Fig. 1: metal layers overlaid
Scale: 1 px per µm. Two of the layers only.
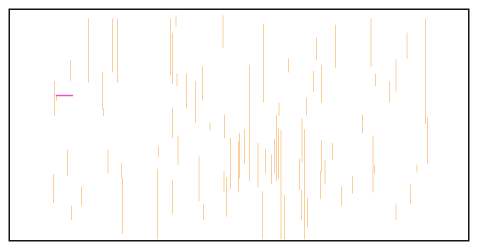
Fig. 2: I/O pins on the die edge
Scale: 1 px per µm. Pins as bars across the die edge, other pins in grey.
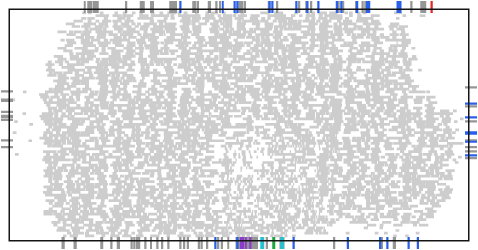
Design store_data_queue, sky130hd; sources not shown.
==> results.json <==
{
  "clk_path_buf_depth": 3,
  "logic_area_um2": 23100,
  "top_area_frac": 0.531,
  "fin_crit_sh": 0.958,
  "critical_path_depth": 25,
  "simple_gate_area_frac": 0.0176,
  "stdcell_area_um2": 60400,
  "swShare": 0.346,
  "synthAoiAreaFrac": 0.0285,
  "via_per_inst": 6.02,
  "top_usage_layer": "met2",
  "final_cells": 4978,
  "cap_violations": 0,
  "drive_gt1_frac": 0.477,
  "finish.utilization": 0.587,
  "cp-end-kind": "flop",
  "finalNetCount": 3691,
  "status": "complete, no violations",
  "grt_max_degree": 203,
  "clock-sinks": 1104,
  "whs_path_depth": 1,
  "synth_flops": 1104,
  "gr-usage-met3": 0.0459,
  "route.met2.wl_mm": 60.3,
  "fin_tns_setup_ns": 0,
  "max_stage_delay_ns": 0.54,
  "dpl-instance-area_um2": 56700,
  "antenna_left": 0,
  "regArea_um2": 27600,
  "topCellsByArea": "dfrtp_1, mux2_2, mux4_2, ha_1, clkbuf_1",
  "area_growth_pct": 16.1,
  "power_switching_w": 0.00919,
  "grt_usage": 0.245,
  "grtUsageMet2": 0.392,
  "pg_seq_w": 0.00903,
  "synth_cell_types": 72,
  "post-place-cells": 4786,
  "routed_wl_mm": 125,
  "max_slew_margin": 0.318,
  "critPathMaxFanout": 15,
  "report.power.total_w": 0.0266,
  "drc": 0,
  "ys_cells": 3323,
  "syn-cell-area_um2": 52000,
  "skew_ns": 0.0423,
  "gr-usage-met1": 0.347,
  "drt-initial-drc-count": 2048,
  "clock_latency_ns": 0.72,
  "hold_class": "flop to flop",
  "antenna_found_initial": 6,
  "row_count": 83,
  "path_delay_family": "adder cells",
  "routedLengthMet1_mm": 56.2,
  "edf_count": 0,
  "chip_area_um2": 105000,
  "port_buffers": 158,
  "yosys_area_um2": 52000,
  "crit_type": "flop to flop",
  "yosysTopAreaCell": "dfrtp_1",
  "p_leak_nw": 28.9,
  "combPwrFrac": 0.428,
  "crit_buf_inv": 8,
  "synth-xor-area-share": 0.00821,
  "min_period_ns": 6.42,
  "finalSetupViolCount": 0,
  "ys_sh_mux": 0.364,
  "place_ws_ns": -0.223,
  "fp_util": 0.506,
  "avgSynthCellArea_um2": 15.6,
  "ff2ff_setup_slack_ns": 0.28,
  "cts.clk_slew.worst_paths_ns": 0.07,
  "tool_warnings": 56,
  "yosys_warnings": 0,
  "max_slew.worst_pin.slew_ns": 1.02,
  "htreeDepth": 3,
  "root_buffer": "clkbuf_16",
  "logic_family": "multiplexers",
  "design.core.area_um2": 103000,
  "powerComb_w": 0.0114,
  "cts_made_buffers": 100,
  "gp_congestion": 0.928,
  "fmax_mhz": 156,
  "hold_buffers": 0,
  "yosysMostFrequentCell": "dfrtp_1",
  "top_cells_by_count": "dfrtp_1, mux2_2, mux4_2, clkbuf_1, ha_1",
  "power.share.clock": 0.232,
  "hpwl_mm": 77.5,
  "ys_seq_share": 0.531,
  "syn_inst": 3323,
  "finalMaxSlewViolations": 0,
  "maxPowerGroup": "combinational cells",
  "dr.pass1.iters": 8,
  "power_density_nw_per_um2": 440,
  "ff_type": "dfrtp_1",
  "ys_sh_adder": 0.0202,
  "p_clk_w": 0.00618,
  "worst_slack_ns": 0.284,
  "hold_violations": 0,
  "startpoint_type": "flop",
  "internal_power_w": 0.0174,
  "grt-ovfl-total": 0,
  "async_flop_share": 1.00,
  "r2r_cells": 25,
  "hold_ws_ns": 0.485,
  "num-fill-cells": 7748,
  "ios": 159,
  "first_global_vias": 32000,
  "top_layer": "met5",
  "grt_pass1_wl_mm": 197,
  "final_cell_mix": "dfrtp_1, mux2_2, mux4_2",
  "cp.arrival_ns": 6.99,
  "dr_wl_met3_mm": 6.06,
  "power_frac_seq": 0.340,
  "worstPathRequired_ns": 7.27,
  "layout_top_cell": "dfrtp_1",
  "cpMaxStageDelayCell": "fa_1",
  "cts_tree": "done",
  "ir_drop_uv": 628
}
About Fig. 1:
Orange shows met4, wire length 2850 µm. Magenta shows met5, wire length 15.6 µm.
via count: 30000
Routed WL per cell: 25.2 µm

About Fig. 2:
Blue shows `mem_req_addr_o`, pins 32, direction output, edge 18 top, 8 bottom, 6 right. Cyan shows `exec_idx_i`, pins 4, direction input, edge bottom. Red shows `rst_n`, pins 1, direction input, edge top. Purple shows `count_o`, pins 5, direction output, edge bottom. Green shows `commit_count_i`, pins 2, direction input, edge bottom.
All pins by edge: 71 bottom, 66 top, 13 right, 9 left.
Die W: 458 µm
Die Y: 230 µm

==> what timing repair did <==
action,4_1_cts,5_1_grt
buffers inserted,0,6
endpoints found under the setup margin,0,826
gates resized,0,10
==> kinds of logic after synthesis <==
family                     count (synthesis)
and+or+nand+nor                          191
adders and majority gates                 82
DFF                                     1104
AOI/OAI and AO/OA                        211
muxes                                   1355
other                                      2
xor gates and xnor gates                  43
buffers and inverters                    335
==> final cells by class <==
class / instances / area share
well taps: 1360 / 0.0282
repair buffers: 353 / 0.0683
inverters: 67 / 0.00431
diodes: 5 / 0.000207
multi-input cells: 1909 / 0.382
flip-flops and latches: 1104 / 0.458
clock buffers: 135 / 0.0481
clock inverters: 45 / 0.0108
